File: src/rtl/usb_pkg.sv
`default_nettype none
// ============================================================================
// usb_pkg : shared constants and FSM state type for the USB serial transmitter
// Revision : 1.0
// ============================================================================
package usb_pkg;

    localparam int         CLKS_PER_BIT_DEF = 8;
    localparam int         WORD_BITS        = 16;
    localparam logic [2:0] STUFF_LIMIT      = 3'd6;

    localparam logic [7:0] SYNC_BYTE = 8'h80;
    localparam logic [7:0] PID_ACK   = 8'hD2;
    localparam logic [7:0] PID_DATA0 = 8'hC3;

    typedef enum logic [2:0] {
        ST_IDLE    = 3'd0,
        ST_LOAD    = 3'd1,
        ST_SEND    = 3'd2,
        ST_STUFF   = 3'd3,
        ST_EOP_SE0 = 3'd4,
        ST_EOP_J   = 3'd5
    } tx_state_e;

    // Wire order is byte [15:8] then [7:0], each LSB first; swapping the
    // bytes lets a plain right shift present bits in transmit order.
    function automatic logic [15:0] wire_order(input logic [15:0] word);
        return {word[7:0], word[15:8]};
    endfunction

endpackage
`default_nettype wire

File: src/rtl/usb_tx_encoder.sv
`default_nettype none
// ============================================================================
// usb_tx_encoder : bit timer, NRZI line state, bit stuffing and D+/D- drive
// Revision : 1.0
// ============================================================================
module usb_tx_encoder
    import usb_pkg::*;
#(
    parameter int CLKS_PER_BIT = CLKS_PER_BIT_DEF
) (
    input  logic clk,
    input  logic n_rst,
    input  logic pkt_start_i,
    input  logic bit_valid_i,
    input  logic bit_i,
    input  logic drive_j_i,
    input  logic drive_se0_i,
    output logic bit_done_o,
    output logic stuff_start_o,
    output logic d_plus_o,
    output logic d_minus_o
);

    localparam int            TW       = (CLKS_PER_BIT > 1) ? $clog2(CLKS_PER_BIT) : 1;
    localparam logic [TW-1:0] BIT_LAST = TW'(CLKS_PER_BIT - 1);

    logic [TW-1:0] timer_q, timer_d;
    logic [2:0]    ones_q, ones_d;
    logic          line_q, line_d;
    logic          active_q, active_d;
    logic          d_plus_q, d_minus_q;
    logic          w_bit_end, w_stuff_due;

    assign w_bit_end     = active_q && (timer_q == BIT_LAST);
    assign w_stuff_due   = (ones_q == STUFF_LIMIT);
    assign stuff_start_o = w_bit_end && w_stuff_due;
    assign bit_done_o    = w_bit_end && !w_stuff_due;

    // line_q is the NRZI level, 1 meaning J; a stuff bit is a forced toggle
    // inserted before bit_done_o is offered for the next data bit.
    always_comb begin
        timer_d  = active_q ? timer_q + 1'b1 : timer_q;
        ones_d   = ones_q;
        line_d   = line_q;
        active_d = active_q;
        if (drive_j_i || drive_se0_i) begin
            timer_d  = '0;
            ones_d   = '0;
            line_d   = 1'b1;
            active_d = 1'b0;
        end else if (pkt_start_i && bit_valid_i) begin
            timer_d  = '0;
            active_d = 1'b1;
            line_d   = bit_i;
            ones_d   = {2'b00, bit_i};
        end else if (stuff_start_o) begin
            timer_d = '0;
            line_d  = ~line_q;
            ones_d  = '0;
        end else if (bit_done_o) begin
            timer_d = '0;
            if (bit_valid_i) begin
                line_d = bit_i ? line_q : ~line_q;
                ones_d = bit_i ? ones_q + 3'd1 : 3'd0;
            end else begin
                active_d = 1'b0;
            end
        end
    end

    always_ff @(posedge clk) begin
        if (!n_rst) begin
            timer_q   <= '0;
            ones_q    <= '0;
            line_q    <= 1'b1;
            active_q  <= 1'b0;
            d_plus_q  <= 1'b1;
            d_minus_q <= 1'b0;
        end else begin
            timer_q   <= timer_d;
            ones_q    <= ones_d;
            line_q    <= line_d;
            active_q  <= active_d;
            d_plus_q  <= drive_se0_i ? 1'b0 : line_d;
            d_minus_q <= drive_se0_i ? 1'b0 : ~line_d;
        end
    end

    assign d_plus_o  = d_plus_q;
    assign d_minus_o = d_minus_q;

endmodule
`default_nettype wire

File: src/rtl/usb_tx_top_level.sv
`default_nettype none
// ============================================================================
// usb_tx_top_level : packet FSM, word shift register and FIFO handshake
// Revision : 1.0
// ============================================================================
module usb_tx_top_level
    import usb_pkg::*;
#(
    parameter int CLKS_PER_BIT = CLKS_PER_BIT_DEF
) (
    input  logic        clk,
    input  logic        n_rst,
    input  logic [15:0] tx_data,
    input  logic        transmit_empty,
    input  logic        transmit_start,
    output logic        d_plus_out,
    output logic        d_minus_out,
    output logic        read_enable,
    output logic        tx_error
);

    localparam int            EW       = $clog2(2 * CLKS_PER_BIT + 1);
    localparam logic [EW-1:0] SE0_LAST = EW'(2 * CLKS_PER_BIT - 1);
    localparam logic [EW-1:0] J_LAST   = EW'(CLKS_PER_BIT - 1);
    localparam logic [3:0]    BIT_LAST = 4'(WORD_BITS - 1);

    tx_state_e     state_q, state_d;
    logic [15:0]   sr_q, sr_d;
    logic [3:0]    cnt_q, cnt_d;
    logic [EW-1:0] eop_q, eop_d;
    logic          start_q, start_prev_q, tx_error_q;
    logic          w_pop, w_bit_valid, w_bit, w_pkt_start;
    logic          w_bit_done, w_stuff_start;
    logic          w_drive_j, w_drive_se0;

    always_comb begin
        state_d     = state_q;
        sr_d        = sr_q;
        cnt_d       = cnt_q;
        eop_d       = eop_q;
        w_pop       = 1'b0;
        w_bit_valid = 1'b0;
        w_bit       = 1'b0;
        w_pkt_start = 1'b0;
        case (state_q)
            ST_IDLE: begin
                if (start_q) begin
                    state_d = ST_LOAD;
                end
            end
            ST_LOAD: begin
                w_pop       = 1'b1;
                w_pkt_start = 1'b1;
                w_bit_valid = 1'b1;
                w_bit       = tx_data[8];
                sr_d        = wire_order(tx_data);
                cnt_d       = '0;
                state_d     = ST_SEND;
            end
            ST_SEND, ST_STUFF: begin
                if (w_stuff_start) begin
                    state_d = ST_STUFF;
                end else if (w_bit_done) begin
                    state_d = ST_SEND;
                    if (cnt_q != BIT_LAST) begin
                        w_bit_valid = 1'b1;
                        w_bit       = sr_q[1];
                        sr_d        = sr_q >> 1;
                        cnt_d       = cnt_q + 4'd1;
                    end else if (!transmit_empty) begin
                        // Next word follows with no gap on the wire.
                        w_pop       = 1'b1;
                        w_bit_valid = 1'b1;
                        w_bit       = tx_data[8];
                        sr_d        = wire_order(tx_data);
                        cnt_d       = '0;
                    end else begin
                        state_d = ST_EOP_SE0;
                        eop_d   = '0;
                    end
                end
            end
            ST_EOP_SE0: begin
                eop_d = eop_q + 1'b1;
                if (eop_q == SE0_LAST) begin
                    state_d = ST_EOP_J;
                    eop_d   = '0;
                end
            end
            ST_EOP_J: begin
                eop_d = eop_q + 1'b1;
                if (eop_q == J_LAST) begin
                    state_d = ST_IDLE;
                    eop_d   = '0;
                end
            end
            default: begin
                state_d = ST_IDLE;
            end
        endcase
    end

    assign w_drive_j   = (state_d == ST_IDLE) || (state_d == ST_EOP_J);
    assign w_drive_se0 = (state_d == ST_EOP_SE0);

    always_ff @(posedge clk) begin
        if (!n_rst) begin
            state_q      <= ST_IDLE;
            sr_q         <= '0;
            cnt_q        <= '0;
            eop_q        <= '0;
            start_q      <= 1'b0;
            start_prev_q <= 1'b0;
            tx_error_q   <= 1'b0;
        end else begin
            state_q      <= state_d;
            sr_q         <= sr_d;
            cnt_q        <= cnt_d;
            eop_q        <= eop_d;
            start_q      <= transmit_start;
            start_prev_q <= start_q;
            // Edge-detected so a start held as a level does not flag an error.
            tx_error_q   <= start_q && !start_prev_q && (state_q != ST_IDLE);
        end
    end

    usb_tx_encoder #(
        .CLKS_PER_BIT (CLKS_PER_BIT)
    ) u_encoder (
        .clk           (clk),
        .n_rst         (n_rst),
        .pkt_start_i   (w_pkt_start),
        .bit_valid_i   (w_bit_valid),
        .bit_i         (w_bit),
        .drive_j_i     (w_drive_j),
        .drive_se0_i   (w_drive_se0),
        .bit_done_o    (w_bit_done),
        .stuff_start_o (w_stuff_start),
        .d_plus_o      (d_plus_out),
        .d_minus_o     (d_minus_out)
    );

    // Gated by reset so a reset landing on a word boundary never pops the FIFO.
    assign read_enable = w_pop && n_rst;
    assign tx_error    = tx_error_q;

endmodule
`default_nettype wire

File: config.mk
export PLATFORM = sky130hd
export DESIGN_NAME = usb_tx_top_level
export DESIGN_NICKNAME = d
export VERILOG_FILES = /design/src/rtl/usb_pkg.sv /design/src/rtl/usb_tx_encoder.sv /design/src/rtl/usb_tx_top_level.sv
export SDC_FILE = /design/constraint.sdc
export NUM_CORES = 1
export LEC_CHECK = 0
export CELL_PAD_IN_SITES_DETAIL_PLACEMENT = 1
export CELL_PAD_IN_SITES_GLOBAL_PLACEMENT = 1
export CORE_ASPECT_RATIO = 1.4
export CORE_MARGIN = 2
export CORE_UTILIZATION = 45
export DETAILED_ROUTE_END_ITERATION = 10
export PLACE_DENSITY = 0.92
export SYNTH_ARGS = -nofsm -noshare
export SYNTH_HDL_FRONTEND = slang
export SYNTH_HIERARCHICAL = 1
export SYNTH_SLANG_ARGS = --single-unit
export TNS_END_PERCENT = 30
File: constraint.sdc
create_clock -name clk -period 5.9 [get_ports clk]
set_clock_uncertainty 0.15 [all_clocks]
set_input_delay 0.59 -clock clk [delete_from_list [all_inputs] [get_ports clk]]
set_output_delay 0.59 -clock clk [all_outputs]
set_load 0.01 [all_outputs]
clk_routes.png
Scale bar: 20 um.
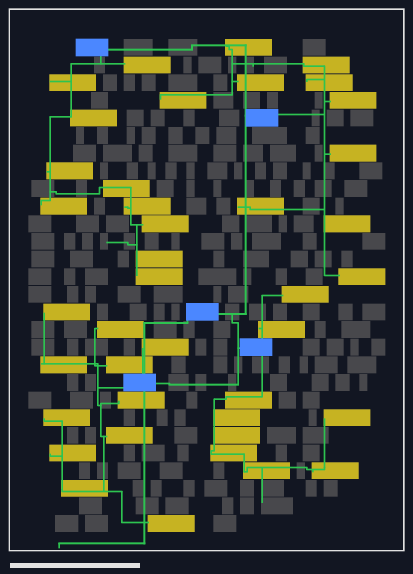
green -> clock wires  # length 504 um
yellow -> flip-flops  # count 40
blue -> clock drivers  # count 5
flops lie = widely spread
routed clock nets = 6
Clk. pwr: 185 uW
Worst-Skew Late Latency: 0.29 ns
clock share of power: 35.7%

clocks.png
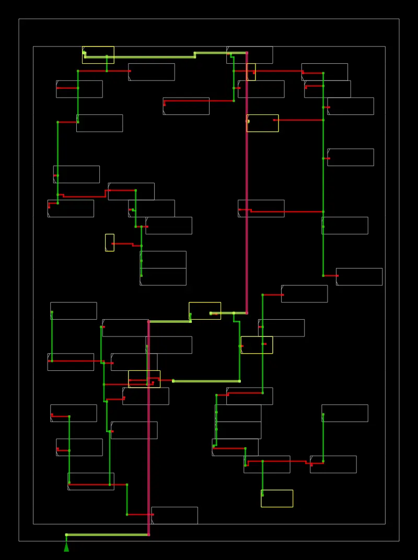
Flops: 40
CTS sink cnt: 40
CLK BUF: 8
Num CTS Buffers: 5

wires.png
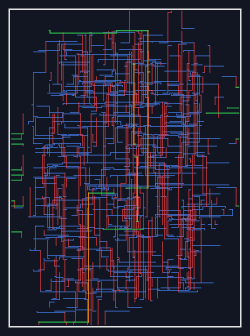
green -> metal 3  # wire length 101 um
red -> metal 2  # wire length 2,380 um
blue -> metal 1  # wire length 1,930 um
orange -> metal 4  # wire length 114 um
Routed WL per cell: 14.9 um
Routed WL: 4520 um
via count: 1,685

logic_types.png
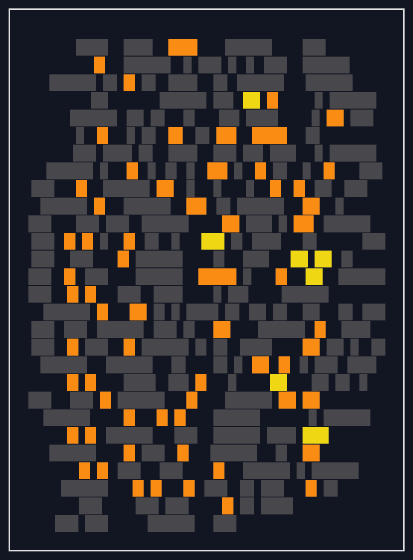
yellow -> AND-OR and OR-AND gates  # cells 7, most used o21a_1
orange -> inverting AOI/OAI gates  # cells 63, most used a21oi_1

io_fan.png
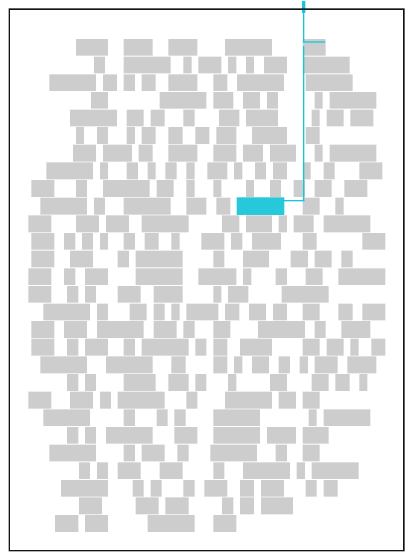
cyan -> `d_minus_out`  # direction output, end cells 1, buffers 1, wire 34.9 um
IO Port Bufs: 23
I/O Pins: 24

-- per-stage QoR --
stage | util, % | hold slack, ns | instance area (um2)
after CTS | 55.2 | 0.249 | 2360
final | 55.2 | 0.244 | 2360
after global placement | 53.1 | 0.235 | 2270
after detailed placement | 53.1 | 0.238 | 2270
after global routing | 55.2 | 0.257 | 2360
after floorplan | - | 0.220 | 2020
-- power breakdown --
group          switching, mW  leakage [nW]  internal, mW
Sequential           0.00563         0.325         0.278
Clock                 0.0897        0.0455        0.0953
Combinational         0.0236         0.567        0.0261
Total                  0.119         0.937         0.399
-- sequential cells by signal, summed over array words and instances, names as in the netlist, 3 cells and up --
signal             count
u_encoder/timer_q      3
sr_q                  15
u_encoder/ones_q       3
state_q                3
eop_q                  5
cnt_q                  4
==> impl_metrics.json <==
{
  "worst_pin_slew_ns": 0.948,
  "ctsHoldBuffers": 0,
  "synth_area_mm2": 0.00202,
  "warnings": 28,
  "r2r_end": "u_encoder/d_plus_o",
  "area_leaders": "dfxtp_1, mux2i_1, a21oi_1",
  "hpwl_um": 3280,
  "die_x_um": 60.6,
  "synth_cells": 223,
  "highest_layer": "met4",
  "min_to": "tx_error",
  "grt_max_degree": 38,
  "hold_class": "register to register",
  "min_period_ns": 3.66,
  "ys_sh_simple_pct": 19.6,
  "die-area_mm2": 0.00505,
  "crit_chain": "ha_1 > ha_1 > nand2_1 > a21oi_1 > nand4bb_1 > o31ai_1 > nor2b_1 > clkdlybuf4s50_1",
  "grt_overflow_total": 0,
  "syn2layout_area_growth_pct": 16.8,
  "fp.dieH_um": 83.3,
  "comb_area_mm2": 0.00113,
  "nNonClkInverters": 9,
  "worstPathRequired_ns": 5.16,
  "ys_cells": 223,
  "hold_violations": 0,
  "cap_violations": 0,
  "taps": 60,
  "clock_path_buffers": 2,
  "synthFlopType": "dfxtp_1",
  "worstHoldStart": "start_prev_q",
  "core.rowCount": 28,
  "largest_class": "multi-input combinational cells",
  "synth_nets": 251,
  "top_cell": "dfxtp_1",
  "critical_path_depth": 8,
  "yosysWarnings": 6,
  "synth_area_per_cell_um2": 9.06,
  "final_cell_mix": "dfxtp_1, a21oi_1, clkdlybuf4s50_1, o21ai_0, mux2i_1",
  "common_cells": "dfxtp_1, a21oi_1, o21ai_0, mux2i_1",
  "fillers": 534,
  "ys_area_mm2": 0.00202,
  "grt.total_usage_pct": 19.8,
  "fmax_mhz": 274,
  "cp-startpoint": "u_encoder/timer_q[0]",
  "topCombFamilyByArea": "AND-OR/OR-AND gates",
  "wl_met1_um": 1930,
  "crit_type": "register to output pin",
  "root_buffer": "clkbuf_8",
  "nets": 270,
  "layout.cells.most_common": "dfxtp_1",
  "largest_area_cell": "dfxtp_1",
  "worstRegToRegCells": 11,
  "grt_first_pass_wirelength_um": 7720,
  "power_uw": 518,
  "run_status": "completed",
  "ff2ff_setup_slack_ns": 2.54,
  "wl_met3_um": 101,
  "crit_top_cell": "ha_1",
  "h-tree-depth": 2,
  "drc_errors": 0,
  "r2r-start": "u_encoder/timer_q[0]",
  "place_inst": 295,
  "routed_via_density": 5.56,
  "drt_iter0_markers": 68,
  "top_usage_layer": "met2",
  "initial_core_util_pct": 47.3,
  "layout_setup_ws_ns": 2.24,
  "synth-compound-area-share_pct": 22.1,
  "clk_pin_slew_worst_paths_ns": 0.07
}
Power figures rest on the tool's default switching activity, not on a simulated workload.
